$ cat config.mk
export PLATFORM = sky130hd
export DESIGN_NAME = sync_fifo_ctl_flat
export DESIGN_NICKNAME = d
export VERILOG_FILES = /design/src/rtl/sync_fifo_ctl_if.sv /design/src/rtl/sync_fifo_ctl.sv /design/src/flat_wrapper.sv
export SDC_FILE = /design/constraint.sdc
export NUM_CORES = 1
export LEC_CHECK = 0
export CAP_MARGIN = 20
export CORE_MARGIN = 8
export CORE_UTILIZATION = 34
export CTS_CLUSTER_SIZE = 16
export DETAILED_ROUTE_END_ITERATION = 8
export MAX_ROUTING_LAYER = met4
export PLACE_DENSITY = 0.71
export SLEW_MARGIN = 20
export SYNTH_ARGS = -nofsm -noshare
export SYNTH_HDL_FRONTEND = slang
export SYNTH_SLANG_ARGS = --single-unit
$ cat constraint.sdc
create_clock -name wclk -period 3.45 [get_ports wclk]
set_input_delay 0.69 -clock wclk [delete_from_list [all_inputs] [get_ports wclk]]
set_output_delay 0.69 -clock wclk [all_outputs]
set_load 0.1 [all_outputs]
$ cat src/rtl/sync_fifo_ctl_if.sv
// Handshake and status bundle between a FIFO user (master) and sync_fifo_ctl (slave).
`timescale 1ns/1ps
interface sync_fifo_ctl_if #(
    parameter int A_SIZE = 4
);
    logic              wen;
    logic              ren;
    logic              err_clr;
    logic              mem_we;
    logic              mem_re;
    logic [A_SIZE-1:0] waddr;
    logic [A_SIZE-1:0] raddr;
    logic [A_SIZE:0]   wptr;
    logic              full;
    logic              empty;
    logic              almost_full;
    logic              almost_empty;
    logic [A_SIZE:0]   level;
    logic              overflow;
    logic              underflow;

    modport master (
        output wen, ren, err_clr,
        input  mem_we, mem_re, waddr, raddr, wptr, full, empty,
               almost_full, almost_empty, level, overflow, underflow
    );

    modport slave (
        input  wen, ren, err_clr,
        output mem_we, mem_re, waddr, raddr, wptr, full, empty,
               almost_full, almost_empty, level, overflow, underflow
    );
endinterface

$ cat src/rtl/sync_fifo_ctl.sv
// Single-clock FIFO pointer/flag controller. Sticky overflow/underflow error
// registers exist only when SYNC_FIFO_CTL_ERR_EN is defined.
`timescale 1ns/1ps
module sync_fifo_ctl #(
    parameter int A_SIZE    = 4,
    parameter int AF_THRESH = (1 << A_SIZE) - 2,
    parameter int AE_THRESH = 2
) (
    input logic            wclk,
    input logic            wrst,
    sync_fifo_ctl_if.slave bus
);
    localparam int PW = A_SIZE + 1;
    localparam logic [A_SIZE:0] DEPTH_L = PW'(1 << A_SIZE);
    localparam logic [A_SIZE:0] AF_L    = PW'(AF_THRESH);
    localparam logic [A_SIZE:0] AE_L    = PW'(AE_THRESH);

    logic [A_SIZE:0] wbin, rbin, wbin_n, rbin_n, lvl_n;
    logic [A_SIZE:0] wptr_q, level_q;
    logic            full_q, empty_q, af_q, ae_q;
    logic            wr_acc, rd_acc;

    // Accepts depend only on the registered flags, so the RAM strobes are glitch-safe.
    always_comb begin
        wr_acc = bus.wen & ~full_q;
        rd_acc = bus.ren & ~empty_q;
        wbin_n = wbin + PW'(wr_acc);
        rbin_n = rbin + PW'(rd_acc);
        lvl_n  = wbin_n - rbin_n;
    end

    always_ff @(posedge wclk) begin
        if (wrst) begin
            wbin    <= '0;
            rbin    <= '0;
            wptr_q  <= '0;
            level_q <= '0;
            full_q  <= 1'b0;
            empty_q <= 1'b1;
            af_q    <= 1'b0;
            ae_q    <= 1'b1;
        end else begin
            wbin    <= wbin_n;
            rbin    <= rbin_n;
            wptr_q  <= (wbin_n >> 1) ^ wbin_n;
            level_q <= lvl_n;
            full_q  <= (lvl_n == DEPTH_L);
            empty_q <= (lvl_n == '0);
            af_q    <= (lvl_n >= AF_L);
            ae_q    <= (lvl_n <= AE_L);
        end
    end

`ifdef SYNC_FIFO_CTL_ERR_EN
    logic ovf_q, udf_q;

    // A fresh error in the same cycle as err_clr takes priority over the clear.
    always_ff @(posedge wclk) begin
        if (wrst) begin
            ovf_q <= 1'b0;
            udf_q <= 1'b0;
        end else begin
            if (bus.wen & full_q)
                ovf_q <= 1'b1;
            else if (bus.err_clr)
                ovf_q <= 1'b0;
            if (bus.ren & empty_q)
                udf_q <= 1'b1;
            else if (bus.err_clr)
                udf_q <= 1'b0;
        end
    end

    assign bus.overflow  = ovf_q;
    assign bus.underflow = udf_q;
`else
    assign bus.overflow  = 1'b0;
    assign bus.underflow = 1'b0;
`endif

    assign bus.mem_we       = wr_acc;
    assign bus.mem_re       = rd_acc;
    assign bus.waddr        = wbin[A_SIZE-1:0];
    assign bus.raddr        = rbin[A_SIZE-1:0];
    assign bus.wptr         = wptr_q;
    assign bus.level        = level_q;
    assign bus.full         = full_q;
    assign bus.empty        = empty_q;
    assign bus.almost_full  = af_q;
    assign bus.almost_empty = ae_q;
endmodule

$ cat src/flat_wrapper.sv
// flat-port wrapper written by rule: the top's interface ports become plain ports
module sync_fifo_ctl_flat 
#(
    parameter int A_SIZE    = 4,
    parameter int AF_THRESH = (1 << A_SIZE) - 2,
    parameter int AE_THRESH = 2
)
  (wclk, wrst, bus_wen, bus_ren, bus_err_clr, bus_mem_we, bus_mem_re, bus_waddr, bus_raddr, bus_wptr, bus_full, bus_empty, bus_almost_full, bus_almost_empty, bus_level, bus_overflow, bus_underflow);
  sync_fifo_ctl_if #(.A_SIZE(A_SIZE)) bus_i ();
  input logic wclk;
  input logic wrst;
  input wire logic [$bits(bus_i.wen)-1:0] bus_wen;
  input wire logic [$bits(bus_i.ren)-1:0] bus_ren;
  input wire logic [$bits(bus_i.err_clr)-1:0] bus_err_clr;
  output wire logic [$bits(bus_i.mem_we)-1:0] bus_mem_we;
  output wire logic [$bits(bus_i.mem_re)-1:0] bus_mem_re;
  output wire logic [$bits(bus_i.waddr)-1:0] bus_waddr;
  output wire logic [$bits(bus_i.raddr)-1:0] bus_raddr;
  output wire logic [$bits(bus_i.wptr)-1:0] bus_wptr;
  output wire logic [$bits(bus_i.full)-1:0] bus_full;
  output wire logic [$bits(bus_i.empty)-1:0] bus_empty;
  output wire logic [$bits(bus_i.almost_full)-1:0] bus_almost_full;
  output wire logic [$bits(bus_i.almost_empty)-1:0] bus_almost_empty;
  output wire logic [$bits(bus_i.level)-1:0] bus_level;
  output wire logic [$bits(bus_i.overflow)-1:0] bus_overflow;
  output wire logic [$bits(bus_i.underflow)-1:0] bus_underflow;
  assign bus_i.wen = bus_wen;
  assign bus_i.ren = bus_ren;
  assign bus_i.err_clr = bus_err_clr;
  assign bus_mem_we = bus_i.mem_we;
  assign bus_mem_re = bus_i.mem_re;
  assign bus_waddr = bus_i.waddr;
  assign bus_raddr = bus_i.raddr;
  assign bus_wptr = bus_i.wptr;
  assign bus_full = bus_i.full;
  assign bus_empty = bus_i.empty;
  assign bus_almost_full = bus_i.almost_full;
  assign bus_almost_empty = bus_i.almost_empty;
  assign bus_level = bus_i.level;
  assign bus_overflow = bus_i.overflow;
  assign bus_underflow = bus_i.underflow;
  sync_fifo_ctl #(.A_SIZE(A_SIZE), .AF_THRESH(AF_THRESH), .AE_THRESH(AE_THRESH)) u_core (.wclk(wclk), .wrst(wrst), .bus(bus_i));
endmodule
Run 1, M1 wires:
Scale bar: 20 um. Cells faint in the background.
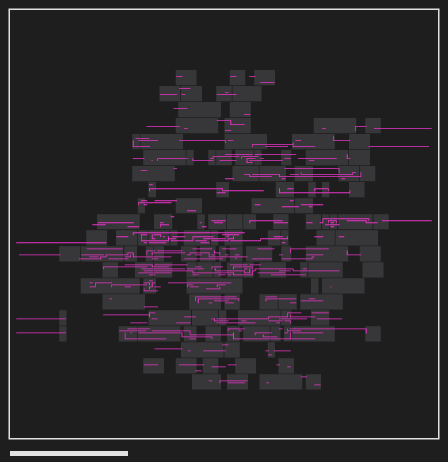
nets with wire on the layer: 129
wire length on this layer: 885 um

Run 1, routing congestion:
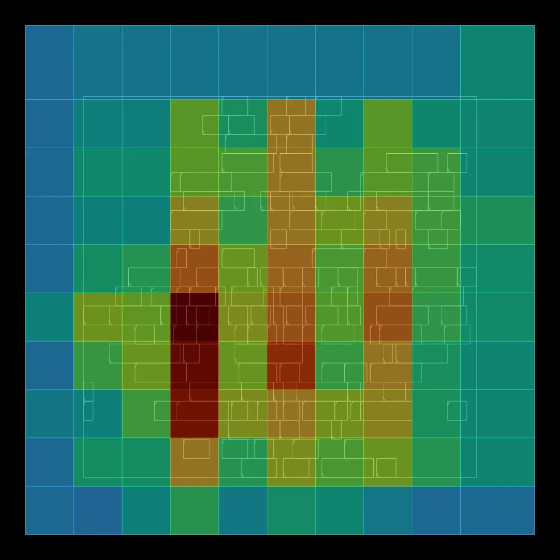
post-layout util: 46.0%
Total GRT Usage: 8.92%
GR Util met1: 9.00%

Run 1, wiring heat map:
The die is cut into 15 by 15 equal tiles; white is low, dark blue is high, scaled to the fullest tile. Values are wire area over tile area, all layers added.
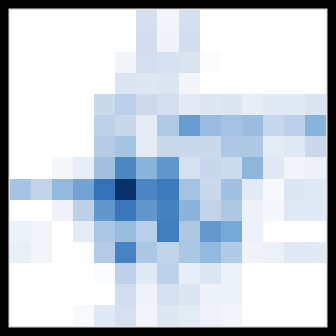
densest ninth of the die: center
fullest tile: 0.43
mean over tiles: 0.064
emptiest ninth of the die: north-west
tiles over half the peak: 7.1%
nearly empty tiles: 41%

==> GITHUB_STEP_SUMMARY, run 1 <==
### Flow metrics

| Metric | Value |
|---|---|
| Tool warning count | `28` |
| Seq pwr | `348 uW` |
| Leak | `0.000623 uW` |
| Row count | `20` |
| Iter 0 DRT Violations | `30` |
| Top Ports | `31` |
| Sw Ratio | `54.9%` |
| Chip Area, Yosys | `0.00109 sq mm` |
| Hold Crit Depth | `2` |
| Worst-Margin Slew | `0.981 ns` |
| CP Capture Point | `u_core.bus.almost_empty` |
| Final HPWL DP | `1.71 mm` |
| PwrDens | `954 mW/mm^2` |
| P_int | `604 uW` |
| Filler Cells Inserted | `314` |
| CP bufs+invs | `1` |
| Num CTS Buffers | `3` |
| Max incr delay on CP | `0.40 ns` |
| WP data arrival | `3.20 ns` |
| P_comb | `870 uW` |
| Critical path depth | `11` |
| CTS tree | `built` |
| Synth Register Bits | `23` |
| CP Launch Type | `primary input` |
| Dpl ws | `0.134 ns` |
| Setup violators final | `0` |
| Vias | `788` |
| FF-to-FF Start | `u_core.bus.full` |
| Status | `finished, final reports clean` |
| Resize count post-CTS | `0` |
| Logic pwr share | `64.9%` |
| Seq. cell area | `460 sq um` |
| Final Worst Setup Slack | `0.468 ns` |
| Slew headroom | `34.4%` |
| Via-per-instance ratio | `4.45` |
| Leading power group | `combinational logic` |
| Setup_tns | `0 ns` |
| Worst-path clk slew | `0.12 ns` |
| Dpl cells | `173` |
| Ys cells | `106` |
| Clock Latency Late Sink | `0.31 ns` |
| Die width | `72.7 um` |
| Dominant cell area share | `42.2%` |
| Antenna-violating nets left | `0` |
| Placed Area | `0.00138 sq mm` |
| Metal3 WL | `118 um` |
| Post-synth ARST share | `0%` |
| Logic area | `576 sq um` |
| Total congestion overflow | `0` |
| Delay-heaviest family, CP | `adder cells` |
| Upper clock frequency limit | `0.335 GHz` |
| WHS | `0.561 ns` |
| Clock buffer count in the final layout | `4` |
| Tcrit/Tclk final | `86.4%` |
| Combinational share of cell area | `41.0%` |
| Max-cap violations | `0` |
| Fin area | `0.00141 sq mm` |
| Maximum level of the CTS H-tree | `1` |
| Height of the die | `72.7 um` |
| Slowest cell on the critical path | `clkdlybuf4s50_1` |
| Max Transition Viols Final | `0` |
| # Post-CTS Setup Buffers | `0` |
| Dominant Register Cell | `dfxtp_1` |
| Synth Seq Share | `42.2%` |
| CP Max Fanout | `5` |
| Clock Power Share | `9.1%` |
| Initial antenna violation count | `0` |
| Signal buf overhead | `18.9%` |
| Net switching power | `736 uW` |
| Router iterations before antenna repair | `4` |
| Final WL | `2.12 mm` |
| Mux cell area share after synthesis | `0%` |
| Top sig layer | `met4` |
| Cells after Synth | `106` |
| Buffers, non-clock | `30` |
| Busiest grt layer | `met2` |
| Crit path kind | `in2reg` |
| Clock Root Buffer | `clkbuf_4` |
| Syn Area/Cell | `10.3 sq um` |
| Deepest clock path buffer count | `2` |
| Fin nets | `148` |
| Final Hold Fails | `0` |
| Largest class | `combinational gates` |
| Simple-Gate Area Share | `16.7%` |
| Post-CTS Hold Buffers | `0` |
| DRC Markers | `0` |
| Num tapcells | `44` |
| Dominant kind of combinational cell | `simple AND/OR/NAND/NOR gates` |
| M3 GR Usage | `2.75%` |
| Reg2reg end | `u_core.bus.almost_empty` |
| Worst setup path start | `bus_wen` |
| M1 wire length | `884 um` |
| Clk_skew | `0.00367 ns` |
| First-pass GRT wire length | `3.61 mm` |
| Area grow syn2layout | `28.6%` |
| Per-cell routed wire length | `11.9 um` |
| Yosys synthesis warning count | `0` |
| Tmin final | `2.98 ns` |
| Clock-cell share of area | `1.87%` |
| Most frequent cells in the layout | `23 x dfxtp_1, 16 x clkdlybuf4s50_1, 14 x buf_4, 13 x nor2_1, 9 x ha_1` |
| Max IR drop VDD | `0.544 mV` |
| Min-Delay Startpoint | `u_core.rbin[4]` |
| Compound-Gate Fraction of Synth Area | `11.8%` |
| Top cells by area | `dfxtp_1 42%, ha_1 10%, xor2_1 4.8%` |
Run 1, wiring by layer:
Scale bar: 20 um. Only two layers are drawn.
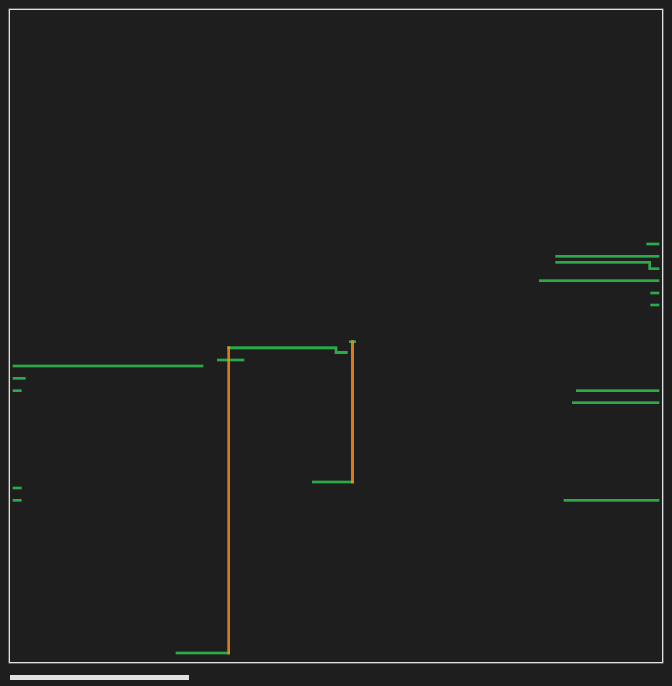

## Run 2: what changed since run 1
CORE_UTILIZATION = 46   (was 34)
CTS_CLUSTER_DIAMETER = 200   (was unset)
PLACE_DENSITY = 0.88   (was 0.71)
Run 2, wiring by layer:
Scale bar: 20 um. Only two layers are drawn.
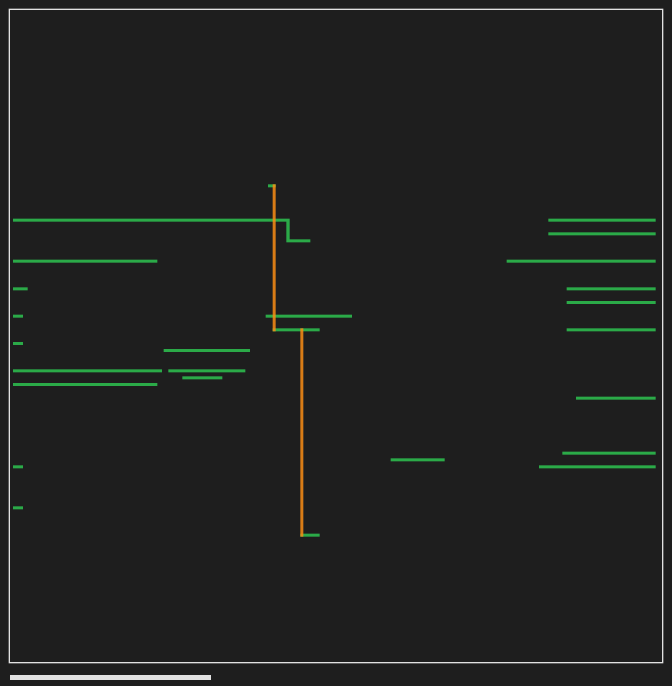
[orange] metal 4 | wire length: 34.7 um
[green] metal 3 | wire length: 205 um

Run 2, routing congestion:
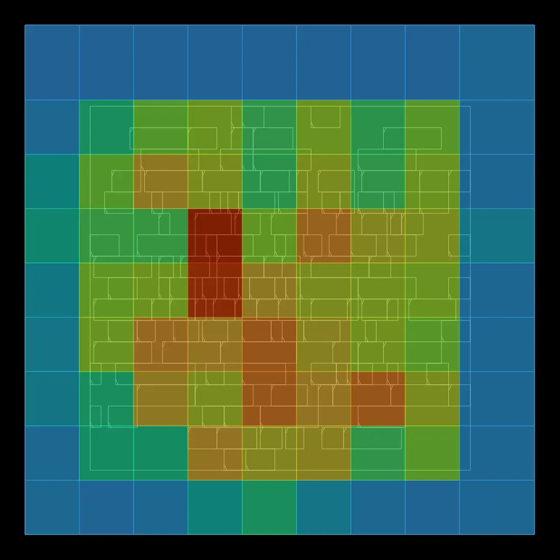
M3 GR Usage: 4.47%
busiest grt layer: met2
M2 GR Usage: 19.5%
post-layout util: 61.7%
per-cell routed wire length: 13.3 um

==> GITHUB_STEP_SUMMARY, run 2 <==
### Flow metrics

| Metric | Value |
|---|---|
| Top sig layer | `met4 (unchanged)` |
| Resize count post-CTS | `0 (unchanged)` |
| Slowest cell on the critical path | `clkdlybuf4s50_1 (unchanged)` |
| Final WL | `2.13 mm (was 2.12 mm)` |
| Leading power group | `combinational logic (unchanged)` |
| Sw Ratio | `55.0% (was 54.9%)` |
| Compound-Gate Fraction of Synth Area | `11.8% (unchanged)` |
| Most frequent cells in the layout | `23 x dfxtp_1, 16 x clkdlybuf4s50_1, 13 x nor2_1, 13 x buf_4, 9 x ha_1 (was 23 x dfxtp_1, 16 x clkdlybuf4s50_1, 14 x buf_4, 13 x nor2_1, 9 x ha_1)` |
| Leak | `0.000618 uW (was 0.000623 uW)` |
| M1 wire length | `853 um (was 884 um)` |
| Iter 0 DRT Violations | `16 (was 30)` |
| Logic pwr share | `64.6% (was 64.9%)` |
| Top cells by area | `dfxtp_1 42%, ha_1 10%, xor2_1 4.8% (unchanged)` |
| Antenna-violating nets left | `0 (unchanged)` |
| Ys cells | `106 (unchanged)` |
| First-pass GRT wire length | `3.61 mm (unchanged)` |
| Max IR drop VDD | `0.730 mV (was 0.544 mV)` |
| GR Util met1 | `10.5% (was 9.00%)` |
| Largest class | `combinational gates (unchanged)` |
| Total congestion overflow | `0 (unchanged)` |
| Maximum level of the CTS H-tree | `1 (unchanged)` |
| Signal buf overhead | `18.7% (was 18.9%)` |
| Tmin final | `2.97 ns (was 2.98 ns)` |
| Crit path kind | `in2reg (unchanged)` |
| Max incr delay on CP | `0.41 ns (was 0.40 ns)` |
| CTS tree | `built (unchanged)` |
| Setup violators final | `0 (unchanged)` |
| Hold Crit Depth | `2 (unchanged)` |
| Chip Area, Yosys | `0.00109 sq mm (unchanged)` |
| Initial antenna violation count | `0 (unchanged)` |
| WP data arrival | `3.19 ns (was 3.20 ns)` |
| Net switching power | `734 uW (was 736 uW)` |
| Vias | `796 (was 788)` |
| Slew headroom | `33.9% (was 34.4%)` |
| Clk_skew | `0.00684 ns (was 0.00367 ns)` |
| Post-CTS Hold Buffers | `0 (unchanged)` |
| Combinational share of cell area | `41.8% (was 41.0%)` |
| Delay-heaviest family, CP | `adder cells (unchanged)` |
| Seq. cell area | `460 sq um (unchanged)` |
| Logic area | `576 sq um (unchanged)` |
| Placed Area | `0.00135 sq mm (was 0.00138 sq mm)` |
| FF-to-FF Start | `u_core.bus.full (unchanged)` |
| Simple-Gate Area Share | `16.7% (unchanged)` |
| Syn Area/Cell | `10.3 sq um (unchanged)` |
| Dominant kind of combinational cell | `simple AND/OR/NAND/NOR gates (unchanged)` |
| Status | `finished, final reports clean (unchanged)` |
| Dominant cell area share | `42.2% (unchanged)` |
| Max-cap violations | `0 (unchanged)` |
| Top Ports | `31 (unchanged)` |
| Via-per-instance ratio | `4.98 (was 4.45)` |
| Seq pwr | `348 uW (about the same)` |
| Num tapcells | `28 (was 44)` |
| Worst-Margin Slew | `0.988 ns (was 0.981 ns)` |
| Dpl cells | `156 (was 173)` |
| Clock Latency Late Sink | `0.31 ns (about the same)` |
| Cells after Synth | `106 (unchanged)` |
| Worst setup path start | `bus_wen (unchanged)` |
| Router iterations before antenna repair | `4 (unchanged)` |
| WHS | `0.568 ns (was 0.561 ns)` |
| Num CTS Buffers | `3 (unchanged)` |
| Max Transition Viols Final | `0 (unchanged)` |
Run 2, M1 wires:
Scale bar: 20 um. Cells faint in the background.
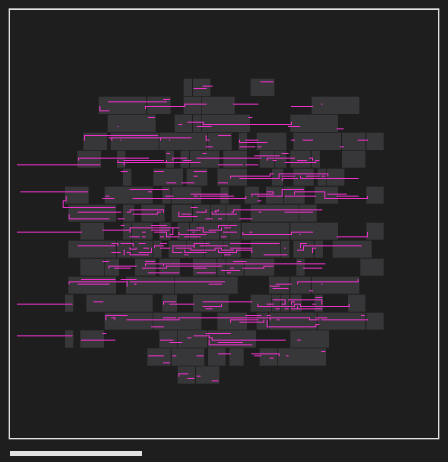

## Run 3: what changed since run 2
clock period = 3 ns   (was 3.45 ns; I/O delays follow)
Run 3, M1 wires:
Scale bar: 20 um. Cells faint in the background.
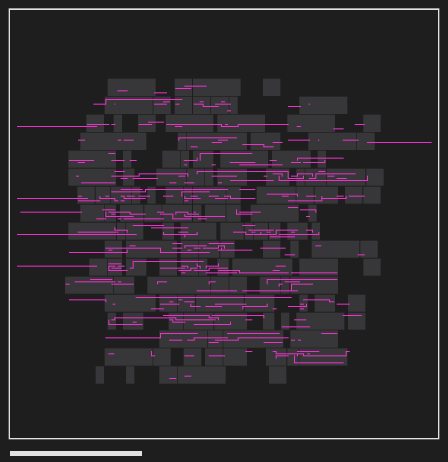
share of all routed wire: 40%
nets with wire on the layer: 128
wire length on this layer: 845 um
main direction: horizontal
longest straight run: 23.5 um
Vias: 801
GR Util met1: 10.3%
final WL: 2.11 mm

==> GITHUB_STEP_SUMMARY, run 3 <==
### Flow metrics

| Metric | Value |
|---|---|
| Post-layout util | `66.4% (was 61.7%)` |
| M1 wire length | `845 um (was 853 um)` |
| Slew headroom | `65.2% (was 33.9%)` |
| Die width | `64.7 um (unchanged)` |
| WHS | `0.570 ns (was 0.568 ns)` |
| CTS tree | `built (unchanged)` |
| Delay-heaviest family, CP | `AND-OR/OR-AND gates (was adder cells)` |
| Net switching power | `846 uW (was 734 uW)` |
| Final HPWL DP | `1.81 mm (was 1.69 mm)` |
| # Post-CTS Setup Buffers | `0 (unchanged)` |
| Max-cap violations | `0 (unchanged)` |
| Metal3 WL | `115 um (was 205 um)` |
| Per-cell routed wire length | `12.6 um (was 13.3 um)` |
| Synth top cell by count | `dfxtp_1 (unchanged)` |
| Max incr delay on CP | `0.46 ns (was 0.41 ns)` |
| Area grow syn2layout | `35.7% (was 26.1%)` |
| Worst-Margin Slew | `0.520 ns (was 0.988 ns)` |
| Compound-Gate Fraction of Synth Area | `11.8% (unchanged)` |
| Min-Delay Startpoint | `u_core.rbin[4] (unchanged)` |
| Clock buffer count in the final layout | `4 (unchanged)` |
| WP data arrival | `3.03 ns (was 3.19 ns)` |
| Max IR drop VDD | `1.07 mV (was 0.730 mV)` |
| Hold Crit Depth | `2 (unchanged)` |
| Initial antenna violation count | `0 (unchanged)` |
| Mux cell area share after synthesis | `0% (unchanged)` |
| CP Max Fanout | `4 (was 5)` |
| CP Capture Point | `u_core.bus.almost_empty (unchanged)` |
| CP Launch Type | `primary input (unchanged)` |
| Buffers, non-clock | `36 (was 29)` |
| Via-per-instance ratio | `4.80 (was 4.98)` |
| Seq pwr | `404 uW (was 348 uW)` |
| Worst setup path start | `bus_wen (unchanged)` |
| CP bufs+invs | `2 (was 1)` |
| Seq. cell area | `463 sq um (was 460 sq um)` |
| P_int | `712 uW (was 600 uW)` |
| Reg2reg end | `u_core.bus.almost_empty (unchanged)` |
| Maximum level of the CTS H-tree | `1 (unchanged)` |
| P_comb | `1020 uW (was 862 uW)` |
| Sw Ratio | `54.3% (was 55.0%)` |
| Most frequent cells in the layout | `31 x buf_4, 21 x dfxtp_1, 13 x nor2_1, 6 x ha_1, 5 x xnor2_1 (was 23 x dfxtp_1, 16 x clkdlybuf4s50_1, 13 x nor2_1, 13 x buf_4, 9 x ha_1)` |
| Top cells by area | `dfxtp_1 42%, ha_1 10%, xor2_1 4.8% (unchanged)` |
| Chip Area, Yosys | `0.00109 sq mm (unchanged)` |
| Iter 0 DRT Violations | `4 (was 16)` |
| Simple-Gate Area Share | `16.7% (unchanged)` |
| Clock Latency Late Sink | `0.30 ns (was 0.31 ns)` |
| Signal buf overhead | `20.4% (was 18.7%)` |
| Final Hold Fails | `0 (unchanged)` |
| Deepest clock path buffer count | `2 (unchanged)` |
| Status | `finished, final reports clean (unchanged)` |
| Post-synth ARST share | `0% (unchanged)` |
| PwrDens | `1050 mW/mm^2 (was 968 mW/mm^2)` |
| Syn Area/Cell | `10.3 sq um (unchanged)` |
| Combinational share of cell area | `42.7% (was 41.8%)` |
| Dominant cell area share | `42.2% (unchanged)` |
| Post-Synth XOR/XNOR Area | `11.8% (unchanged)` |
| Logic area | `633 sq um (was 576 sq um)` |
| DRC Markers | `0 (unchanged)` |
| Synth Seq Share | `42.2% (unchanged)` |
| Synth Register Bits | `23 (unchanged)` |
| First-pass GRT wire length | `3.57 mm (was 3.61 mm)` |
| Top sig layer | `met4 (unchanged)` |
| Tcrit/Tclk final | `93.6%` |
| Slowest cell on the critical path | `clkdlybuf4s50_1 (unchanged)` |
| Yosys synthesis warning count | `0 (unchanged)` |
| Critical path depth | `12 (was 11)` |
| Dpl ws | `-0.129 ns (was 0.129 ns)` |
| Worst setup EP type | `flip-flop (unchanged)` |
| Clock Power Share | `8.8% (was 9.2%)` |
| Ys cells | `106 (unchanged)` |
| Filler Cells Inserted | `188 (was 193)` |
| Logic pwr share | `65.2% (was 64.6%)` |
| Crit path kind | `in2reg (unchanged)` |
| Top Ports | `31 (unchanged)` |
| Tmin final | `2.81 ns` |
| Largest class | `combinational gates (unchanged)` |
| Tool warning count | `29 (was 28)` |
| Dpl cells | `163 (was 156)` |
| Row count | `17 (unchanged)` |
| Num CTS Buffers | `3 (unchanged)` |
| Worst-path clk slew | `0.11 ns (was 0.12 ns)` |
| Post-CTS Hold Buffers | `0 (unchanged)` |
| Leading power group | `combinational logic (unchanged)` |
| Height of the die | `64.7 um (unchanged)` |
| Cells after Synth | `106 (unchanged)` |
| Upper clock frequency limit | `0.356 GHz` |
| Clock Root Buffer | `clkbuf_4 (unchanged)` |
| M3 GR Usage | `3.95% (was 4.47%)` |
| Router iterations before antenna repair | `3 (was 4)` |
| Final Worst Setup Slack | `0.192 ns (was 0.479 ns)` |
| Placed Area | `0.00146 sq mm (was 0.00135 sq mm)` |
| Setup_tns | `0 ns (unchanged)` |
| Num tapcells | `28 (unchanged)` |
| Leak | `0.000679 uW (was 0.000618 uW)` |
| Fin area | `0.00148 sq mm (was 0.00138 sq mm)` |
| Dominant Register Cell | `dfxtp_1 (unchanged)` |
| Max Transition Viols Final | `0 (unchanged)` |
| Top cell by count, worst path | `ha_4 (was ha_1)` |
Run 3, routing congestion:
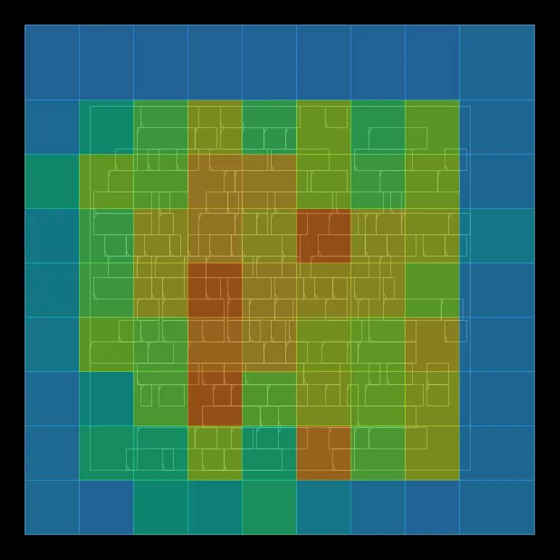
Total GRT Usage: 10.8%
M2 GR Usage: 19.9%

Power is estimated from default activity; no workload was simulated.
